<file path="src/rtl/lut_sweep_pkg.sv">
// Shared types and derived-size helpers for the LUT table sweeper.
package lut_sweep_pkg;

   typedef enum logic [1:0] {
      StIdle,
      StSweep,
      StEmit,
      StDone
   } sweep_state_e;

   // Number of table entries for a neuron with in_bits inputs.
   function automatic int unsigned calc_entries(input int unsigned in_bits);
      return 32'd1 << in_bits;
   endfunction

   // Entries packed into one output word.
   function automatic int unsigned calc_epw(input int unsigned word_w,
                                            input int unsigned out_bits);
      return word_w / out_bits;
   endfunction

   // Output words needed to carry the whole table.
   function automatic int unsigned calc_num_words(input int unsigned in_bits,
                                                  input int unsigned out_bits,
                                                  input int unsigned word_w);
      return (calc_entries(in_bits) * out_bits) / word_w;
   endfunction

   // True when words hold a whole number of entries and the table a whole number of words.
   function automatic bit widths_ok(input int unsigned in_bits,
                                    input int unsigned out_bits,
                                    input int unsigned word_w);
      if (out_bits == 0 || word_w == 0) return 1'b0;
      if ((word_w % out_bits) != 0) return 1'b0;
      if (((calc_entries(in_bits) * out_bits) % word_w) != 0) return 1'b0;
      return 1'b1;
   endfunction

endpackage

</file>
<file path="src/rtl/lut_sweep_packer.sv">
// Word assembly register: clears to zero and accepts one OUT_BITS slot write per cycle.
module lut_sweep_packer
   import lut_sweep_pkg::*;
#(
   parameter int unsigned OUT_BITS = 1,
   parameter int unsigned WORD_W   = 32,
   parameter int unsigned SLOT_W   = 5
) (
   input  logic                clk,
   input  logic                rst_n,
   input  logic                clr,
   input  logic                wr,
   input  logic [SLOT_W-1:0]   slot,
   input  logic [OUT_BITS-1:0] wdata,
   output logic [WORD_W-1:0]   word
);

   localparam int unsigned EPW = calc_epw(WORD_W, OUT_BITS);

   logic [WORD_W-1:0] word_q, word_d;

   // Next word: clear wins over a slot write; slot 0 lands in the LSBs.
   always_comb begin
      word_d = word_q;
      if (clr) begin
         word_d = '0;
      end else if (wr) begin
         for (int unsigned s = 0; s < EPW; s++) begin
            if (slot == SLOT_W'(s)) begin
               word_d[s*OUT_BITS +: OUT_BITS] = wdata;
            end
         end
      end
   end

   // Word register.
   always_ff @(posedge clk or negedge rst_n) begin
      if (!rst_n) begin
         word_q <= '0;
      end else begin
         word_q <= word_d;
      end
   end

   assign word = word_q;

endmodule

</file>
<file path="src/rtl/lut_table_sweeper.sv">
// Drives a LUT neuron through every input code, captures its responses and streams the
// packed truth table out over valid/ready, lowest code first.
module lut_table_sweeper
   import lut_sweep_pkg::*;
#(
   parameter int unsigned IN_BITS  = 8,
   parameter int unsigned OUT_BITS = 1,
   parameter int unsigned WORD_W   = 32,
   parameter int unsigned LAT      = 0
) (
   input  logic                clk,
   input  logic                rst_n,
   input  logic                start,
   output logic                busy,
   output logic                done,
   output logic [IN_BITS-1:0]  lut_in,
   input  logic [OUT_BITS-1:0] lut_out,
   output logic                m_valid,
   input  logic                m_ready,
   output logic [WORD_W-1:0]   m_data,
   output logic                m_last
);

   localparam int unsigned ENTRIES   = calc_entries(IN_BITS);
   localparam int unsigned EPW       = calc_epw(WORD_W, OUT_BITS);
   localparam int unsigned NUM_WORDS = calc_num_words(IN_BITS, OUT_BITS, WORD_W);
   localparam int unsigned SLOT_W    = (EPW > 1) ? $clog2(EPW) : 1;
   localparam int unsigned WAIT_W    = (LAT > 0) ? $clog2(LAT + 1) : 1;

   if (!widths_ok(IN_BITS, OUT_BITS, WORD_W) || NUM_WORDS == 0) begin : g_bad_widths
      $error("lut_table_sweeper: WORD_W must be a multiple of OUT_BITS and divide the table");
   end

   sweep_state_e        state_q, state_d;
   logic [IN_BITS-1:0]  idx_q, idx_d;
   logic [WAIT_W-1:0]   wait_q, wait_d;
   logic [SLOT_W-1:0]   slot;
   logic                slot_last;
   logic                idx_last;
   logic                sample;
   logic                pack_clr;
   logic                pack_wr;
   logic [WORD_W-1:0]   pack_word;

   // EPW is a power of two whenever the width check holds, so idx mod EPW is its low bits.
   if (EPW > 1) begin : g_slot
      assign slot = idx_q[SLOT_W-1:0];
   end else begin : g_slot_one
      assign slot = '0;
   end

   assign slot_last = (slot == SLOT_W'(EPW - 1));
   assign idx_last  = (idx_q == IN_BITS'(ENTRIES - 1));
   assign sample    = (wait_q == WAIT_W'(LAT));

   // Sequencing: walk codes, settle LAT cycles per code, emit each word as it fills.
   always_comb begin
      state_d  = state_q;
      idx_d    = idx_q;
      wait_d   = wait_q;
      pack_clr = 1'b0;
      pack_wr  = 1'b0;
      case (state_q)
         StIdle: begin
            idx_d    = '0;
            wait_d   = '0;
            pack_clr = 1'b1;
            if (start) begin
               state_d = StSweep;
            end
         end
         StSweep: begin
            if (sample) begin
               pack_wr = 1'b1;
               wait_d  = '0;
               if (slot_last) begin
                  state_d = StEmit;
               end else begin
                  idx_d = idx_q + 1'b1;
               end
            end else begin
               wait_d = wait_q + 1'b1;
            end
         end
         StEmit: begin
            if (m_ready) begin
               if (idx_last) begin
                  state_d = StDone;
               end else begin
                  idx_d   = idx_q + 1'b1;
                  state_d = StSweep;
               end
            end
         end
         StDone: begin
            idx_d   = '0;
            state_d = StIdle;
         end
         default: begin
            state_d = StIdle;
         end
      endcase
   end

   // State, code index and settle counter.
   always_ff @(posedge clk or negedge rst_n) begin
      if (!rst_n) begin
         state_q <= StIdle;
         idx_q   <= '0;
         wait_q  <= '0;
      end else begin
         state_q <= state_d;
         idx_q   <= idx_d;
         wait_q  <= wait_d;
      end
   end

   lut_sweep_packer #(
      .OUT_BITS (OUT_BITS),
      .WORD_W   (WORD_W),
      .SLOT_W   (SLOT_W)
   ) u_packer (
      .clk   (clk),
      .rst_n (rst_n),
      .clr   (pack_clr),
      .wr    (pack_wr),
      .slot  (slot),
      .wdata (lut_out),
      .word  (pack_word)
   );

   // Outputs decode straight from the state register so reset clears them asynchronously.
   always_comb begin
      busy    = (state_q == StSweep) || (state_q == StEmit);
      done    = (state_q == StDone);
      m_valid = (state_q == StEmit);
      m_last  = (state_q == StEmit) && idx_last;
      m_data  = (state_q == StEmit) ? pack_word : '0;
   end

   // The code register doubles as the neuron drive; it holds through EMIT.
   assign lut_in = idx_q;

endmodule
</file>
<file path="config.mk">
export PLATFORM = sky130hd
export DESIGN_NAME = lut_table_sweeper
export DESIGN_NICKNAME = d
export VERILOG_FILES = /design/src/rtl/lut_sweep_pkg.sv /design/src/rtl/lut_sweep_packer.sv /design/src/rtl/lut_table_sweeper.sv
export SDC_FILE = /design/constraint.sdc
export NUM_CORES = 1
export LEC_CHECK = 0
export CAP_MARGIN = 10
export CORE_MARGIN = 2
export CORE_UTILIZATION = 52
export CTS_CLUSTER_SIZE = 10
export DETAILED_ROUTE_END_ITERATION = 12
export PLACE_DENSITY = 0.8
export SETUP_SLACK_MARGIN = 0.05
export SYNTH_ARGS = -nofsm -noshare
export SYNTH_HDL_FRONTEND = slang
export SYNTH_SLANG_ARGS = --single-unit
export TNS_END_PERCENT = 50
</file>
<file path="constraint.sdc">
create_clock -name clk -period 2.2 [get_ports clk]
set_clock_uncertainty 0.1 [all_clocks]
set_input_delay 0.33 -clock clk [delete_from_list [all_inputs] [get_ports clk]]
set_output_delay 0.33 -clock clk [all_outputs]
set_load 0.005 [all_outputs]
</file>
==> results_slide.txt <==
Synthesis and Place & Route Summary

Logic synthesis
  • Seq/Total Area, Yosys: 40.6%
  • Mapped Cells: 292
  • Synth cell types: 41
  • Yosys stat area: 2590 um2
  • EDFF count, synth: 0
  • Syn avg cell area: 8.87 um2
  • Ys cells: 292

Worst setup path
  • CP Max Fanout: 3
  • CP Data Required Time: 2.28 ns
  • Crit path DAT: 2.25 ns

Run status
  • Violated checks: negative hold slack
  • Outcome: finished, violations left

CTS
  • Clock root buffer master: clkbuf_8
  • Clk latency late pin: 0.29 ns
  • Post-CTS Setup Inserts: 9
  • CTS clk-pin slew, worst paths: 0.08 ns

Timing
  • Final worst slack: 0.0331 ns
  • Hold violation count in the final report: 13
  • Final hold slack: -0.00649 ns
  • Minimum clock period: 2.17 ns

Pwr
  • Design Power: 3.07 mW
  • Sw Ratio: 37.4%
  • Comb pwr share: 46.8%

Routing
  • Pre-antenna DRT Iters: 4
  • DR DRC count: 0
  • Routed wire per std cell: 15.3 um

Layout
  • Antenna Cells: 0
  • Finished Layout Cells: 424

Global route
  • Vias in the first global route: 2167
  • Initial antenna violation count: 0
  • Largest net degree at the start of global routing: 43

Die
  • Initial Util: 54.4%

Run
  • # Max-Cap Violations: 0
-- path summary, 6_finish.rpt --
| path | endpoint | from | cells past startpoint | slack (ns) |
|---|---|---|---|---|
| max | state_q[1] | state_q[1] | 13 | 0.03 |
| min | u_packer.word[26] | rst_n | 2 | -0.006 |
| max in group asynchronous | state_q[1] | rst_n | 2 | 1.61 |
| min in group clk | u_packer.word[1] | u_packer.word[1] | 2 | 0.42 |
| min reg2reg | u_packer.word[1] | u_packer.word[1] | 2 | 0.42 |
| max reg2reg | state_q[1] | state_q[1] | 13 | 0.03 |
-- metal layers --
layer  vias to the layer above  share of wire, %  GRT usage, %
met3                        11               4.8          4.34
met5                         -                 0             0
met1                      1116                44          34.7
met4                         0               1.6          7.34
li1                       1133                 -             -
met2                        74                49          41.0
-- critical path, stage by stage (launching register included) --
cell,delay (ns)
dfrtp_2,0.44
ha_4,0.20
buf_4,0.15
nand3_4,0.09
nor3_4,0.05
buf_4,0.13
buf_4,0.12
buf_4,0.12
buf_4,0.12
buf_4,0.12
buf_4,0.12
buf_4,0.12
nor2b_1,0.11
a21oi_1,0.08
-- area by class of cell --
class                   instances  area (um2)  area share [%]
well taps                      67        83.8            2.39
inverters                       5        18.8           0.535
flip-flops and latches         42        1050            30.0
clock inverters                 2        60.1            1.71
repair buffers                 79         766            21.8
clock buffers                   6        82.6            2.36
multi-input cells             223        1440            41.1
-- cells by family after synthesis --
| logic type | after synthesis | share of synthesized area, % |
|---|---|---|
| compound gates | 75 | 17.8 |
| fa+ha+maj | 9 | 4.35 |
| buf+inv | 27 | 5.36 |
| flops | 42 | 40.6 |
| mux | 7 | 2.71 |
| simple gates | 132 | 29.2 |
-- layout by cell type (no fill, tap or decap), types with 3 or more instances in the layout --
| cell | count |
|---|---|
| ha_1 | 7 |
| nand3b_4 | 3 |
| a21oi_1 | 27 |
| mux2i_1 | 7 |
| inv_1 | 4 |
| nand3_1 | 7 |
| dfrtp_1 | 41 |
| dlygate4sd2_1 | 16 |
| buf_4 | 29 |
| nor2b_1 | 5 |
| dlymetal6s2s_1 | 18 |
| nand3_2 | 5 |
| nor2_1 | 29 |
| clkdlybuf4s50_1 | 13 |
| nand2_1 | 26 |
| o21ai_0 | 32 |
| nor3_1 | 5 |
| and2_1 | 32 |
| nand4_1 | 5 |
| clkbuf_8 | 6 |
-- power groups by stage --
stage / logic [mW] / clock network [mW] / registers (mW)
6_report: 1.44 / 0.747 / 0.883
5_1_grt: 1.56 / 0.794 / 0.891
4_1_cts: 1.37 / 0.758 / 0.886
3_5_place_dp: 1.20 / 0 / 0.899
3_3_place_gp: 1.18 / 0 / 0.894
2_1_floorplan: 0.808 / 0 / 0.906
-- cells in the mapped netlist (2+ instances only) --
master and number:
nand2b_1 2, nand3b_4 3, dfrtp_1 42, o22ai_1 2, and2_1 32, a31oi_1 2
ha_1 9, nor2b_1 5, nand3_1 7, nor2_1 29, o31ai_1 2, buf_6 3
nand3b_1 2, buf_4 2, nand4_1 5, mux2i_1 7, nor3_2 2, o21ai_0 32
buf_2 6, nor3_1 6, clkbuf_1 11, a21oi_1 27, nand2_1 26, inv_1 5
o31a_1 2, nand3_2 6
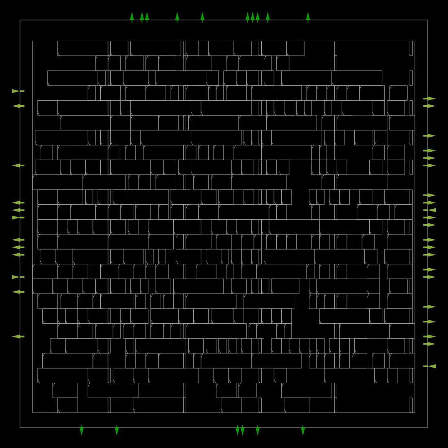
placement.png
Core Region: 4750 um2
Tapcells: 67
Rows: 25

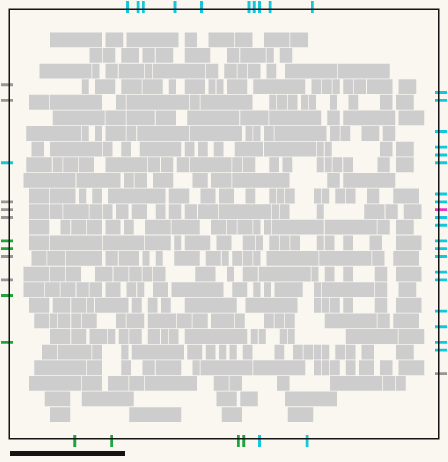
io_placement.png
The bar under the picture is 20 um long. Pins as bars across the die edge, other pins in gray.
- green: `lut_in` (pins 8; direction output; edge 4 left, 4 bottom)
- magenta: `lut_out` (pins 1; direction input; edge right)
- cyan: `m_data` (pins 32; direction output; edge 19 right, 10 top, 2 bottom, 1 left)
- all pins by edge: 21 right, 12 left, 10 top, 6 bottom
die height: 74.6 um
Chip Width: 74.6 um
Buffers on Ports: 48

Power figures rest on the tool's default switching activity, not on a simulated workload.
